### src/rtl/qft4_row_sequencer.sv
// qft4_row_sequencer: row-by-row sequencer for a 4-point quantum Fourier transform.
// It latches one complex state vector and presents it to an external dot-product stage.
// Over four cycles it steps the row twiddles and captures each row result.
// It then holds the transformed vector until the consumer takes it.
module qft4_row_sequencer #(
    parameter int NORM = 1
) (
    input  logic               clk,
    input  logic               rst_n,
    input  logic               in_valid,
    output logic               in_ready,
    input  logic signed [7:0]  in_r0,
    input  logic signed [7:0]  in_r1,
    input  logic signed [7:0]  in_r2,
    input  logic signed [7:0]  in_r3,
    input  logic signed [7:0]  in_i0,
    input  logic signed [7:0]  in_i1,
    input  logic signed [7:0]  in_i2,
    input  logic signed [7:0]  in_i3,
    output logic signed [7:0]  vec_r0,
    output logic signed [7:0]  vec_r1,
    output logic signed [7:0]  vec_r2,
    output logic signed [7:0]  vec_r3,
    output logic signed [7:0]  vec_i0,
    output logic signed [7:0]  vec_i1,
    output logic signed [7:0]  vec_i2,
    output logic signed [7:0]  vec_i3,
    output logic signed [11:0] cos_2p_by_0,
    output logic signed [11:0] cos_2p_by_1,
    output logic signed [11:0] cos_2p_by_2,
    output logic signed [11:0] cos_2p_by_3,
    output logic signed [11:0] sin_2p_by_0,
    output logic signed [11:0] sin_2p_by_1,
    output logic signed [11:0] sin_2p_by_2,
    output logic signed [11:0] sin_2p_by_3,
    input  logic signed [12:0] dp_out_r,
    input  logic signed [12:0] dp_out_i,
    output logic signed [12:0] res_r0,
    output logic signed [12:0] res_r1,
    output logic signed [12:0] res_r2,
    output logic signed [12:0] res_r3,
    output logic signed [12:0] res_i0,
    output logic signed [12:0] res_i1,
    output logic signed [12:0] res_i2,
    output logic signed [12:0] res_i3,
    output logic               out_valid,
    input  logic               out_ready,
    output logic               busy
);

    typedef enum logic [1:0] {
        ST_IDLE,
        ST_RUN,
        ST_DONE
    } state_t;

    state_t             r_state;
    logic [1:0]         r_k;
    logic signed [7:0]  r_vecR [4];
    logic signed [7:0]  r_vecI [4];
    logic signed [12:0] r_resR [4];
    logic signed [12:0] r_resI [4];

    logic signed [12:0] w_capR;
    logic signed [12:0] w_capI;
    logic [1:0]         w_phase [4];
    logic signed [11:0] w_cos [4];
    logic signed [11:0] w_sin [4];

    // The 1/sqrt(4) normalisation is a floor halving; arithmetic shift keeps the sign.
    assign w_capR = (NORM != 0) ? (dp_out_r >>> 1) : dp_out_r;
    assign w_capI = (NORM != 0) ? (dp_out_i >>> 1) : dp_out_i;

    // Control FSM: accept a vector, capture one row per RUN cycle, then hold until taken.
    always_ff @(posedge clk or negedge rst_n) begin
        if (!rst_n) begin
            r_state <= ST_IDLE;
            r_k     <= 2'd0;
            for (int j = 0; j < 4; j++) begin
                r_vecR[j] <= '0;
                r_vecI[j] <= '0;
                r_resR[j] <= '0;
                r_resI[j] <= '0;
            end
        end else begin
            case (r_state)
                ST_IDLE: begin
                    if (in_valid) begin
                        r_vecR[0] <= in_r0;
                        r_vecR[1] <= in_r1;
                        r_vecR[2] <= in_r2;
                        r_vecR[3] <= in_r3;
                        r_vecI[0] <= in_i0;
                        r_vecI[1] <= in_i1;
                        r_vecI[2] <= in_i2;
                        r_vecI[3] <= in_i3;
                        r_k       <= 2'd0;
                        r_state   <= ST_RUN;
                    end
                end
                ST_RUN: begin
                    r_resR[r_k] <= w_capR;
                    r_resI[r_k] <= w_capI;
                    r_k         <= r_k + 2'd1;
                    if (r_k == 2'd3) begin
                        r_state <= ST_DONE;
                    end
                end
                ST_DONE: begin
                    if (out_ready) begin
                        r_state <= ST_IDLE;
                    end
                end
                default: begin
                    r_state <= ST_IDLE;
                end
            endcase
        end
    end

    // Row twiddles: column j of row k uses the quarter-turn index (j*k) mod 4; row 0 outside RUN.
    always_comb begin
        for (int j = 0; j < 4; j++) begin
            w_phase[j] = 2'd0;
            w_cos[j]   = 12'sd1024;
            w_sin[j]   = 12'sd0;
            if (r_state == ST_RUN) begin
                w_phase[j] = 2'(j * int'(r_k));
            end
            case (w_phase[j])
                2'd0: begin
                    w_cos[j] = 12'sd1024;
                    w_sin[j] = 12'sd0;
                end
                2'd1: begin
                    w_cos[j] = 12'sd0;
                    w_sin[j] = 12'sd1024;
                end
                2'd2: begin
                    w_cos[j] = -12'sd1024;
                    w_sin[j] = 12'sd0;
                end
                default: begin
                    w_cos[j] = 12'sd0;
                    w_sin[j] = -12'sd1024;
                end
            endcase
        end
    end

    assign in_ready  = (r_state == ST_IDLE);
    assign out_valid = (r_state == ST_DONE);
    assign busy      = (r_state != ST_IDLE);

    assign vec_r0 = r_vecR[0];
    assign vec_r1 = r_vecR[1];
    assign vec_r2 = r_vecR[2];
    assign vec_r3 = r_vecR[3];
    assign vec_i0 = r_vecI[0];
    assign vec_i1 = r_vecI[1];
    assign vec_i2 = r_vecI[2];
    assign vec_i3 = r_vecI[3];

    assign cos_2p_by_0 = w_cos[0];
    assign cos_2p_by_1 = w_cos[1];
    assign cos_2p_by_2 = w_cos[2];
    assign cos_2p_by_3 = w_cos[3];
    assign sin_2p_by_0 = w_sin[0];
    assign sin_2p_by_1 = w_sin[1];
    assign sin_2p_by_2 = w_sin[2];
    assign sin_2p_by_3 = w_sin[3];

    assign res_r0 = r_resR[0];
    assign res_r1 = r_resR[1];
    assign res_r2 = r_resR[2];
    assign res_r3 = r_resR[3];
    assign res_i0 = r_resI[0];
    assign res_i1 = r_resI[1];
    assign res_i2 = r_resI[2];
    assign res_i3 = r_resI[3];

endmodule

### config.mk
export PLATFORM = sky130hd
export DESIGN_NAME = qft4_row_sequencer
export DESIGN_NICKNAME = d
export VERILOG_FILES = /design/src/rtl/qft4_row_sequencer.sv
export SDC_FILE = /design/constraint.sdc
export NUM_CORES = 1
export LEC_CHECK = 0
export CORE_MARGIN = 5
export CORE_UTILIZATION = 44
export DETAILED_ROUTE_END_ITERATION = 8
export PLACE_DENSITY_LB_ADDON = 0.12
export SYNTH_ARGS = -nofsm -noshare
export SYNTH_HDL_FRONTEND = slang
export SYNTH_SLANG_ARGS = --single-unit
### constraint.sdc
create_clock -name clk -period 2.7 [get_ports clk]
set_input_delay 0.405 -clock clk [delete_from_list [all_inputs] [get_ports clk]]
set_output_delay 0.405 -clock clk [all_outputs]
set_load 0.02 [all_outputs]
Figure 1. Clock network drawn from the DEF (run 1).
Bar = 50 um.
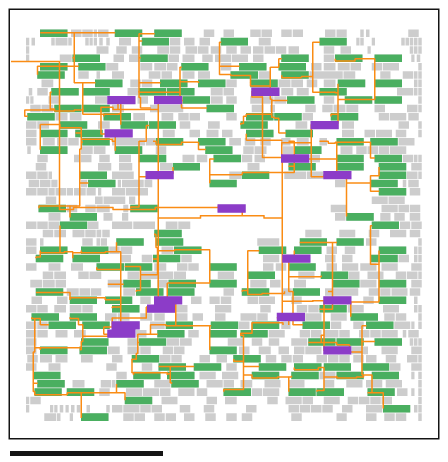
legend:
  clock-net drivers:
    color: purple
    count: 17
  flip-flops:
    color: green
    count: 164
  clock wires:
    color: orange
    length: 1,920 um
routed clock nets: 18
flops lie: spread over the die
Clock Skews: 0.01011 ns
clk ins delay skew pair: 0.42 ns
clock network power share: 17.9%

Figure 2. Placed cells, one color a class (run 1).
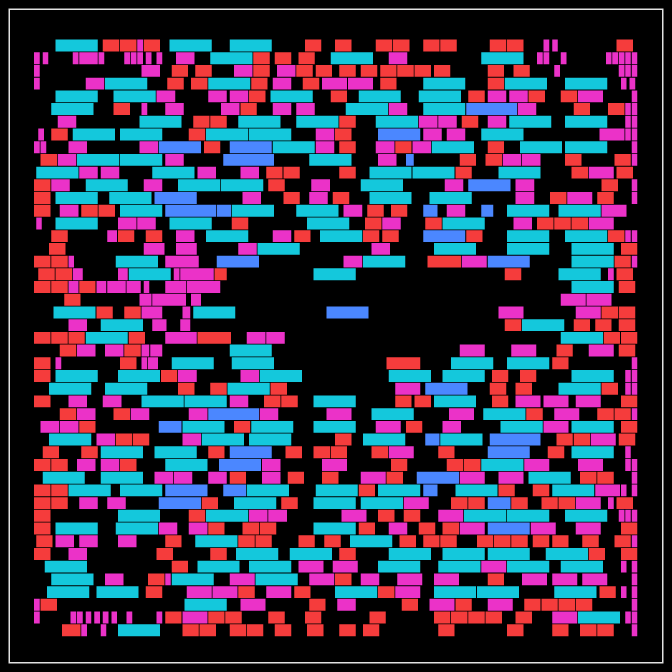
legend:
  remaining buffers and delay cells:
    color: red
    cells: 275
  registers:
    color: cyan
    cells: 164
  clock drivers and dummy loads:
    color: blue
    cells: 31
  remaining logic cells:
    color: magenta
    cells: 276
Cell Rows: 47
post-layout util: 63.24%

Figure 3. Gate families picked out (run 1).
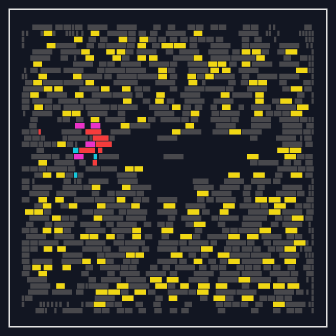
legend:
  aoi and oai cells:
    color: cyan
    cells: 3
  fa/ha/maj cells:
    color: magenta
    cells: 4
    most_used: ha_1
    where: west
  nand cells:
    color: red
    cells: 7
    most_used: nand3b_4
    where: west
  mux cells:
    color: yellow
    cells: 161
    most_used: mux2_2
    where: spread over the die
Finished Layout Cells: 966
Comb/total area: 24.98%

==> out/summary.txt, run 1 <==
status: finished clean
Pleak: 4.654 nW
CTS root buffer: clkbuf_16
FFs & Latches: 164
most numerous logic cells after layout: clkdlybuf4s50_1, dfrtp_1, mux2_2
Max Slew Vio Count: 0
worst slew pin tran: 0.6904 ns
met1 Use GR: 20.81%
unrepaired setup endpoints after global routing: false
sequential power share: 29.7%
Worst path max stage delay: 0.61 ns
type of the worst min-delay path: in -> async
switching share of power: 35.85%
M3 GR Usage: 5.283%
global-route usage over all layers: 18.89%
Pre-Repair DR Iteration Count: 4
Synth Cell Area: 7381 sq um
Rel. slew slack: 53.97%
setup TNS: 0 ns
hpwl dp: 13,600 um
Synth area leader: dfrtp_1
Ys Warns: 0
Setup Fix Bufs, Post-CTS: 0
CTS tree: built
Non-clock inverters: 4
Total Power: 0.01500 W
Commonest Layout Cell: clkdlybuf4s50_1
final hold violation count: 0
Die W: 139.5 um
crit-path leading delay family: buffers and inverters
Worst Setup SP: r_k[0]$_DFFE_PN0P_
die height: 139.5 um
routability cong.: 0.7871
Max Cap Viol: 0
==> run 1: layer usage <==
layer / vias up / share of wire [%]
li1: 1944 / -
met1: 2232 / 37
met2: 203 / 53
met3: 30 / 7.5
met4: 0 / 2.8
met5: - / 0
==> run 1: metrics by stage <==
stage | instances | hold slack (ns) | setup slack [ns] | util (%)
floorplan | 555 | 0.1094 | 0.9778 | -
global placement | 935 | 0.4682 | 0.5888 | 59.20
detailed placement | 935 | 0.4791 | 0.5637 | 59.20
CTS | 966 | 0.02127 | 0.09461 | 63.22
global route | 966 | 0.03415 | 0.01709 | 63.24
finish | 966 | 0.001817 | 0.1292 | 63.24
==> run 1: logic make-up after synthesis <==
logic type | synth area share (%)
buf+inv | 13.48
mux | 27.61
fa+ha+maj | 0.6781
compound gates | 0.3559
simple gates | 2.170
flops | 55.60
other cells | 0.1018
==> run 2, diff against run 1 <==
--- a/config.mk
+++ b/config.mk
@@ -5,8 +5,9 @@
 export SDC_FILE = /design/constraint.sdc
 export NUM_CORES = 1
 export LEC_CHECK = 0
+export CORE_ASPECT_RATIO = 1.4
 export CORE_MARGIN = 5
-export CORE_UTILIZATION = 44
+export CORE_UTILIZATION = 25
 export DETAILED_ROUTE_END_ITERATION = 8
 export PLACE_DENSITY_LB_ADDON = 0.12
 export SYNTH_ARGS = -nofsm -noshare
==> constraint.sdc (replaced) <==
create_clock -name clk -period 2.7 [get_ports clk]
set_input_delay 0.27 -clock clk [delete_from_list [all_inputs] [get_ports clk]]
set_output_delay 0.27 -clock clk [all_outputs]
set_load 0.02 [all_outputs]
Figure 4. Clock network drawn from the DEF (run 2).
Bar = 50 um.
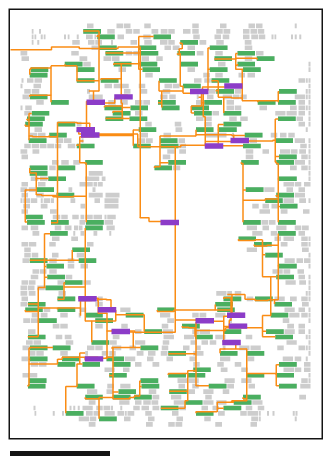
legend:
  flip-flops:
    color: green
    count: 164
  clock wires:
    color: orange
    length: 2,520 um
  clock-net drivers:
    color: purple
    count: 17
flops lie: spread over the die
routed clock nets: 18
clock network power: 0.00231 W
Clock Skews: 0.01448 ns
clock network power share: 15.8%

==> run 2 against run 1 <==
- largest cell class unchanged
- highest routed layer unchanged
- critical endpoint is now cos_2p_by_2[11]
- core utilization is 27 points lower
- worst hold slack better by 0.25 ns
- wire length is 9.6% higher
- design area is 0.90% higher
- critical path type unchanged
- die size is 70% higher
- area after synthesis stayed put
- largest power group unchanged
- non-clock buffer count is 1 higher
==> out/summary.txt, run 2 <==
setup TNS: 0 ns (unchanged)
final hold violation count: 0 (unchanged)
Total Power: 0.01466 W (-2.3%)
Setup WS post-layout: 0.1958 ns (+0.06654 ns)
Finished Layout Cells: 1,128 (+17%)
CTS root buffer: clkbuf_16
Inst Count DP: 1,095 (+17%)
Pre-Repair DR Iteration Count: 4 (unchanged)
hpwl dp: 14,790 um (+8.8%)
Commonest Layout Cell: clkdlybuf4s50_1
die height: 213.3 um (+53%)
top layer in use: met4
post-layout util: 36.15% (-27 points)
switching share of power: 37.09% (+1.2 points)
Synth area leader: dfrtp_1
status: finished clean
Ys Warns: 0 (unchanged)
Synth Cell Area: 7381 sq um (unchanged)
DR WL met3: 1743 um (+24%)
M3 GR Usage: 4.501% (-0.78 points)
Comb/total area: 24.75% (-0.22 points)
Worst path max stage delay: 0.69 ns (+0.08 ns)
FFs & Latches: 164 (unchanged)
Worst Setup SP: r_state[1]$_DFFE_PN0P_
CTS tree: built
routability cong.: 0.7515 (-4.5%)
[run 2: cell counts after synthesis]
No cell type changed its count.
[run 2: worst min-delay path by stage]
stage               start                     end
floorplan           rst_n      r_k[0]$_DFFE_PN0P_
global placement    rst_n   res_r2[2]$_DFFE_PN0P_
detailed placement  rst_n   res_r2[2]$_DFFE_PN0P_
CTS                 rst_n  r_state[1]$_DFFE_PN0P_
global route        rst_n  r_state[1]$_DFFE_PN0P_
finish              rst_n  r_state[1]$_DFFE_PN0P_
[run 2: logic make-up (layout without fill, tap and decap cells)]
logic type	after synthesis	in the layout	synth area share, %
DFF	164	164	55.60
other	2	87	0.1018
adders and majority gates	4	4	0.6781
AOI/OAI and AO/OA	4	4	0.3559
buffers and inverters	119	312	13.48
and+or+nand+nor	16	16	2.170
muxes	161	161	27.61
Power and IR drop assume default switching activity.
